[src/rtl/memfifo_pkg.sv]
// memfifo_pkg: shared types and constants for the memfifo write-side arbiter.
package memfifo_pkg;

  localparam int unsigned HW_W   = 16;
  localparam int unsigned WORD_W = 32;

  // Source indices on the shared FIFO write port
  localparam logic SRC_USB  = 1'b0;
  localparam logic SRC_TEST = 1'b1;

  typedef enum logic [1:0] {
    IDLE = 2'd0,
    OWN0 = 2'd1,
    OWN1 = 2'd2
  } arb_state_e;

endpackage

[src/rtl/memfifo_wr_arbiter_if.sv]
// memfifo_wr_arbiter_if: two halfword source streams plus the 32-bit FIFO write port.
// master = arbiter side, slave = sources/FIFO side.
interface memfifo_wr_arbiter_if;
  import memfifo_pkg::*;

  logic [HW_W-1:0]   s0_data;
  logic              s0_valid;
  logic              s0_ready;
  logic [HW_W-1:0]   s1_data;
  logic              s1_valid;
  logic              s1_ready;
  logic [WORD_W-1:0] DI;
  logic              WREN;
  logic              FULL;

  modport master (
    input  s0_data, s0_valid, s1_data, s1_valid, FULL,
    output s0_ready, s1_ready, DI, WREN
  );

  modport slave (
    output s0_data, s0_valid, s1_data, s1_valid, FULL,
    input  s0_ready, s1_ready, DI, WREN
  );

endinterface

[src/rtl/wr_arb_pack.sv]
// wr_arb_pack: 16->32 packer. First halfword goes to lo, second loads DI={data,lo}.
// DI is held while FULL; WREN = out_valid && !FULL.
// Optional WR_ARB_STATS_EN: a 1-bit source tag travels with each DI word.
module wr_arb_pack
  import memfifo_pkg::*;
(
  input  logic              i_clk,
  input  logic              i_rst_n,
  input  logic              i_fire,
  input  logic [HW_W-1:0]   i_data,
`ifdef WR_ARB_STATS_EN
  input  logic              i_tag,
  output logic              o_tag,
`endif
  input  logic              i_full,
  output logic [WORD_W-1:0] o_di,
  output logic              o_wren,
  output logic              o_hw,
  output logic              o_out_valid
);

  logic              r_hw;
  logic              r_out_valid;
  logic [HW_W-1:0]   r_lo;
  logic [WORD_W-1:0] r_di;
  logic              w_wren;

  assign w_wren      = r_out_valid && !i_full;
  assign o_wren      = w_wren;
  assign o_di        = r_di;
  assign o_hw        = r_hw;
  assign o_out_valid = r_out_valid;

  // Halfword assembly and output word hold; a reload in the write cycle keeps out_valid set
  always_ff @(posedge i_clk or negedge i_rst_n) begin
    if (!i_rst_n) begin
      r_hw        <= 1'b0;
      r_out_valid <= 1'b0;
      r_lo        <= '0;
      r_di        <= '0;
    end else begin
      if (i_fire && !r_hw) begin
        r_lo <= i_data;
        r_hw <= 1'b1;
      end
      if (i_fire && r_hw) begin
        r_di        <= {i_data, r_lo};
        r_out_valid <= 1'b1;
        r_hw        <= 1'b0;
      end else if (w_wren) begin
        r_out_valid <= 1'b0;
      end
    end
  end

`ifdef WR_ARB_STATS_EN
  logic r_tag;
  assign o_tag = r_tag;

  // Source tag captured together with the DI word it describes
  always_ff @(posedge i_clk or negedge i_rst_n) begin
    if (!i_rst_n)            r_tag <= 1'b0;
    else if (i_fire && r_hw) r_tag <= i_tag;
  end
`endif

endmodule

[src/rtl/memfifo_wr_arbiter.sv]
// memfifo_wr_arbiter: shares the 32-bit FIFO write port between source 0 (USB)
// and source 1 (test gen) with burst round-robin. Optional WR_ARB_STATS_EN enables
// the per-source written-word counters cnt0/cnt1 (constant 0 otherwise).
module memfifo_wr_arbiter
  import memfifo_pkg::*;
#(
  parameter int unsigned BURST = 16
)(
  input  logic                 ifclk,
  input  logic                 reset_n,
  input  logic [1:0]           en,
  memfifo_wr_arbiter_if.master bus,
  output logic [1:0]           grant,
  output logic [31:0]          cnt0,
  output logic [31:0]          cnt1
);

  arb_state_e  r_state;
  logic        r_last;
  logic [15:0] r_beat;
  logic [1:0]  r_grant;

  logic        w_hw, w_out_valid, w_wren, w_ok;
  logic        w_rdy0, w_rdy1, w_fire;
  logic [15:0] w_data;
  logic        w_own_valid, w_hw_nxt, w_arb;
  logic [15:0] w_beat_nxt;
  logic [1:0]  w_cand;
  logic        w_other, w_win, w_win_vld;

  // Handshake, next-cycle packer view and arbitration decision.
  // The arbitration point is evaluated on next-cycle hw/beat so that a burst
  // ending on this edge hands over without an idle cycle.
  always_comb begin
    w_ok        = !w_hw || !w_out_valid || !bus.FULL;
    w_rdy0      = (r_state == OWN0) && w_ok;
    w_rdy1      = (r_state == OWN1) && w_ok;
    w_fire      = (bus.s0_valid && w_rdy0) || (bus.s1_valid && w_rdy1);
    w_data      = (r_state == OWN1) ? bus.s1_data : bus.s0_data;
    w_own_valid = 1'b0;
    if (r_state == OWN0) w_own_valid = bus.s0_valid;
    if (r_state == OWN1) w_own_valid = bus.s1_valid;
    w_hw_nxt    = w_hw ^ w_fire;
    w_beat_nxt  = r_beat + {15'd0, (w_fire && w_hw)};
    w_arb       = !w_hw_nxt && ((r_state == IDLE) || (w_beat_nxt == 16'(BURST)) || !w_own_valid);
    w_cand      = en & {bus.s1_valid, bus.s0_valid};
    w_other     = ~r_last;
    w_win       = r_last;
    w_win_vld   = 1'b0;
    if (w_cand[w_other]) begin
      w_win     = w_other;
      w_win_vld = 1'b1;
    end else if (w_cand[r_last]) begin
      w_win_vld = 1'b1;
    end
  end

  assign bus.s0_ready = w_rdy0;
  assign bus.s1_ready = w_rdy1;
  assign bus.WREN     = w_wren;
  assign grant        = r_grant;

  // Ownership FSM with registered grant, last-granted pointer and burst beat counter
  always_ff @(posedge ifclk or negedge reset_n) begin
    if (!reset_n) begin
      r_state <= IDLE;
      r_last  <= SRC_TEST;
      r_beat  <= '0;
      r_grant <= '0;
    end else if (w_arb) begin
      r_beat <= '0;
      if (w_win_vld) begin
        r_state <= (w_win == SRC_USB) ? OWN0 : OWN1;
        r_grant <= (w_win == SRC_USB) ? 2'b01 : 2'b10;
        r_last  <= w_win;
      end else begin
        r_state <= IDLE;
        r_grant <= '0;
      end
    end else begin
      r_beat <= w_beat_nxt;
    end
  end

`ifdef WR_ARB_STATS_EN
  logic        w_tag;
  logic [31:0] r_cnt0, r_cnt1;

  wr_arb_pack u_pack (
    .i_clk       (ifclk),
    .i_rst_n     (reset_n),
    .i_fire      (w_fire),
    .i_data      (w_data),
    .i_tag       (r_state == OWN1),
    .o_tag       (w_tag),
    .i_full      (bus.FULL),
    .o_di        (bus.DI),
    .o_wren      (w_wren),
    .o_hw        (w_hw),
    .o_out_valid (w_out_valid)
  );

  // Count each FIFO write against the source that loaded the word
  always_ff @(posedge ifclk or negedge reset_n) begin
    if (!reset_n) begin
      r_cnt0 <= '0;
      r_cnt1 <= '0;
    end else if (w_wren) begin
      if (w_tag) r_cnt1 <= r_cnt1 + 32'd1;
      else       r_cnt0 <= r_cnt0 + 32'd1;
    end
  end

  assign cnt0 = r_cnt0;
  assign cnt1 = r_cnt1;
`else
  wr_arb_pack u_pack (
    .i_clk       (ifclk),
    .i_rst_n     (reset_n),
    .i_fire      (w_fire),
    .i_data      (w_data),
    .i_full      (bus.FULL),
    .o_di        (bus.DI),
    .o_wren      (w_wren),
    .o_hw        (w_hw),
    .o_out_valid (w_out_valid)
  );

  assign cnt0 = '0;
  assign cnt1 = '0;
`endif

endmodule

[src/flat_wrapper.sv]
// flat-port wrapper written by rule: the top's interface ports become plain ports
module memfifo_wr_arbiter_flat import memfifo_pkg::*;
#(
  parameter int unsigned BURST = 16
)
  (ifclk, reset_n, en, grant, cnt0, cnt1, bus_s0_data, bus_s0_valid, bus_s1_data, bus_s1_valid, bus_FULL, bus_s0_ready, bus_s1_ready, bus_DI, bus_WREN);
  memfifo_wr_arbiter_if bus_i ();
  input  logic ifclk;
  input  logic reset_n;
  input  logic [1:0] en;
  output logic [1:0] grant;
  output logic [31:0] cnt0;
  output logic [31:0] cnt1;
  input wire logic [$bits(bus_i.s0_data)-1:0] bus_s0_data;
  input wire logic [$bits(bus_i.s0_valid)-1:0] bus_s0_valid;
  input wire logic [$bits(bus_i.s1_data)-1:0] bus_s1_data;
  input wire logic [$bits(bus_i.s1_valid)-1:0] bus_s1_valid;
  input wire logic [$bits(bus_i.FULL)-1:0] bus_FULL;
  output wire logic [$bits(bus_i.s0_ready)-1:0] bus_s0_ready;
  output wire logic [$bits(bus_i.s1_ready)-1:0] bus_s1_ready;
  output wire logic [$bits(bus_i.DI)-1:0] bus_DI;
  output wire logic [$bits(bus_i.WREN)-1:0] bus_WREN;
  assign bus_i.s0_data = bus_s0_data;
  assign bus_i.s0_valid = bus_s0_valid;
  assign bus_i.s1_data = bus_s1_data;
  assign bus_i.s1_valid = bus_s1_valid;
  assign bus_i.FULL = bus_FULL;
  assign bus_s0_ready = bus_i.s0_ready;
  assign bus_s1_ready = bus_i.s1_ready;
  assign bus_DI = bus_i.DI;
  assign bus_WREN = bus_i.WREN;
  memfifo_wr_arbiter #(.BURST(BURST)) u_core (.ifclk(ifclk), .reset_n(reset_n), .en(en), .bus(bus_i), .grant(grant), .cnt0(cnt0), .cnt1(cnt1));
endmodule
[config.mk]
export PLATFORM = sky130hd
export DESIGN_NAME = memfifo_wr_arbiter_flat
export DESIGN_NICKNAME = d
export VERILOG_FILES = /design/src/rtl/memfifo_pkg.sv /design/src/rtl/memfifo_wr_arbiter_if.sv /design/src/rtl/wr_arb_pack.sv /design/src/rtl/memfifo_wr_arbiter.sv /design/src/flat_wrapper.sv
export SDC_FILE = /design/constraint.sdc
export NUM_CORES = 1
export LEC_CHECK = 0
export CAP_MARGIN = 40
export CORE_MARGIN = 2
export CORE_UTILIZATION = 45
export CTS_CLUSTER_DIAMETER = 120
export DETAILED_ROUTE_END_ITERATION = 10
export PLACE_DENSITY_LB_ADDON = 0.12
export RECOVER_POWER = 100
export SLEW_MARGIN = 20
export SYNTH_ARGS = -nofsm -noshare
export SYNTH_HDL_FRONTEND = slang
export SYNTH_SLANG_ARGS = --single-unit
[constraint.sdc]
create_clock -name ifclk -period 3.5 [get_ports ifclk]
set_input_delay 0.35 -clock ifclk [delete_from_list [all_inputs] [get_ports ifclk]]
set_output_delay 0.35 -clock ifclk [all_outputs]
set_load 0.005 [all_outputs]
==> CHANGELOG.md <==
### Changed

- Worst path slowest cell: or4b_1
- Post-CTS Setup Bufs: 0
- Worst min path class: reg2reg
- Buffering overhead: 17.8%
- CP Depth: 11
- Flop pwr share: a little over two fifths
- Hold WS: 0.491 ns
- Status: finished, final reports clean
- Clk. pwr: 0.000539 W
- Main area contributors: dfrtp_1 46%, buf_4 13%, nor2_1 5.5%
- CTS Hold Bufs: 1
- Crit path launch type: flop
- Pwr top: sequential cells
- Yosys Instances: 359
- Top Usage Layer GRT: met2
- P_sw: 0.000977 W
- Final setup violation count: 0
- TritonCTS Sinks: 69
- RSZ-0062 raised after global routing: false
- Sum Neg Setup Slack: 0 ns
- Tool warning count: 27
- Switch share: 32.8%
- Area Overhead vs Synth: 19.3%
- Number of antenna diodes: 0
- TAP cells: 105
- Most frequent logic cell in the layout: dfrtp_1
- Crit-path leading delay family: simple AND/OR/NAND/NOR gates
Figure 1. Port wiring.
Bar = 20 µm.
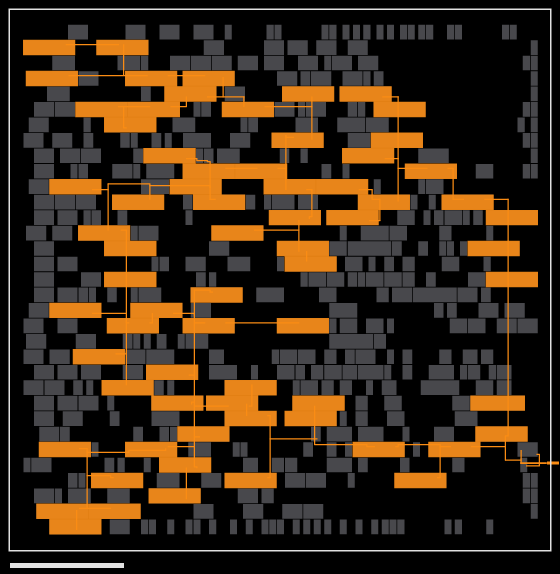
`reset_n` -> orange  # bits 1, direction input, end cells 69, wire 491 µm
port bufs: 75
total I/O pin count: 140

Figure 2. Clock routing.
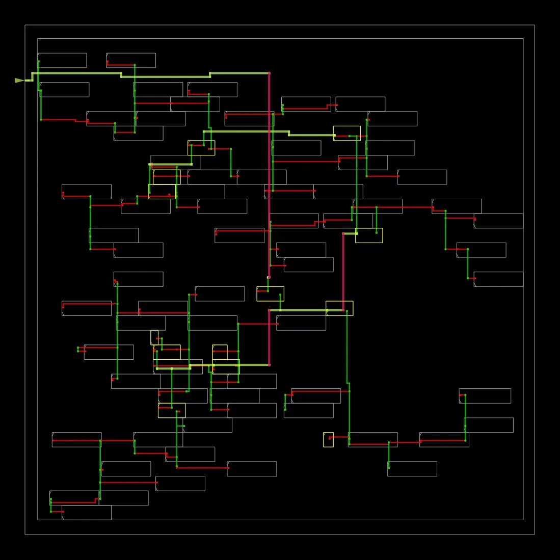
Flops: 69
Num CTS Buffers: 9
Worst Skew: 0.0103 ns
Clock Buffer Count: 11

Figure 3. Routed metal, one color a layer.
Two of the layers only.
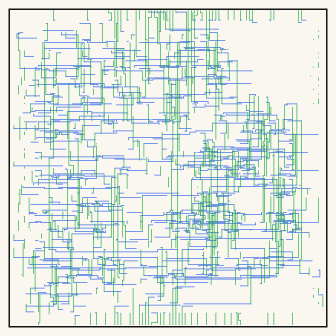
M1 -> blue  # wire length 3230 µm
M2 -> green  # wire length 3260 µm
WL/cell: 13.1 µm
total global-route track usage: 16.2%
drt total wl: 7.10 mm
vias: 2532

Figure 4. Register map, names as in the netlist.
Bar = 20 µm. Other sequential cells in the stronger gray, the rest of the logic in the fainter gray.
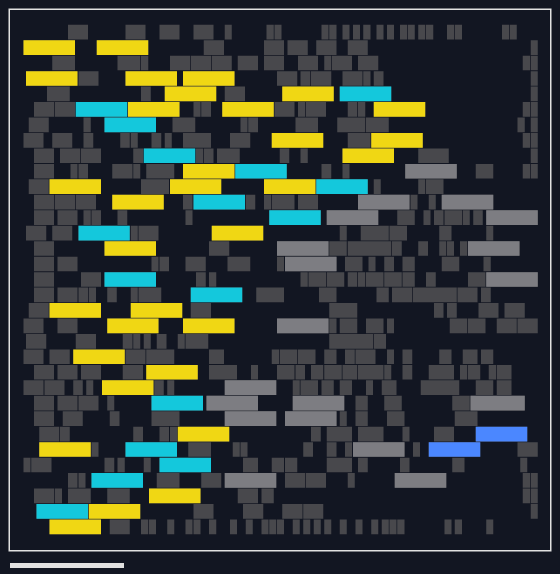
`u_core.u_pack.o_di` -> yellow  # flops 32
`u_core.u_pack.r_lo` -> cyan  # flops 16
`u_core.grant` -> blue  # flops 2
Flop area: 0.00173 mm²
flop share of the area: 38.8%

Figure 5. Close-up of the layout.
Region (4, 51) to (44, 91) µm. Cells in gray, sequential cells in the stronger gray; small squares are vias.
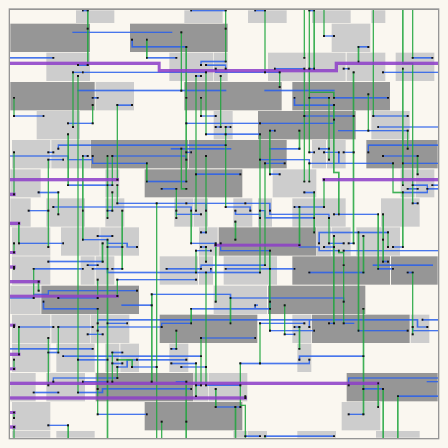
M2 -> green
M3 -> purple
M1 -> blue
sequential cells in the window = 19
netlist names of flops here include = `u_core.u_pack.o_di` (14), `u_core.u_pack.r_lo` (5)
most frequent = dfrtp_1 (19), a21oi_1 (13), clkdlybuf4s50_1 (13)
cells with their middle in the window = 81

Power figures rest on the tool's default switching activity, not on a simulated workload.
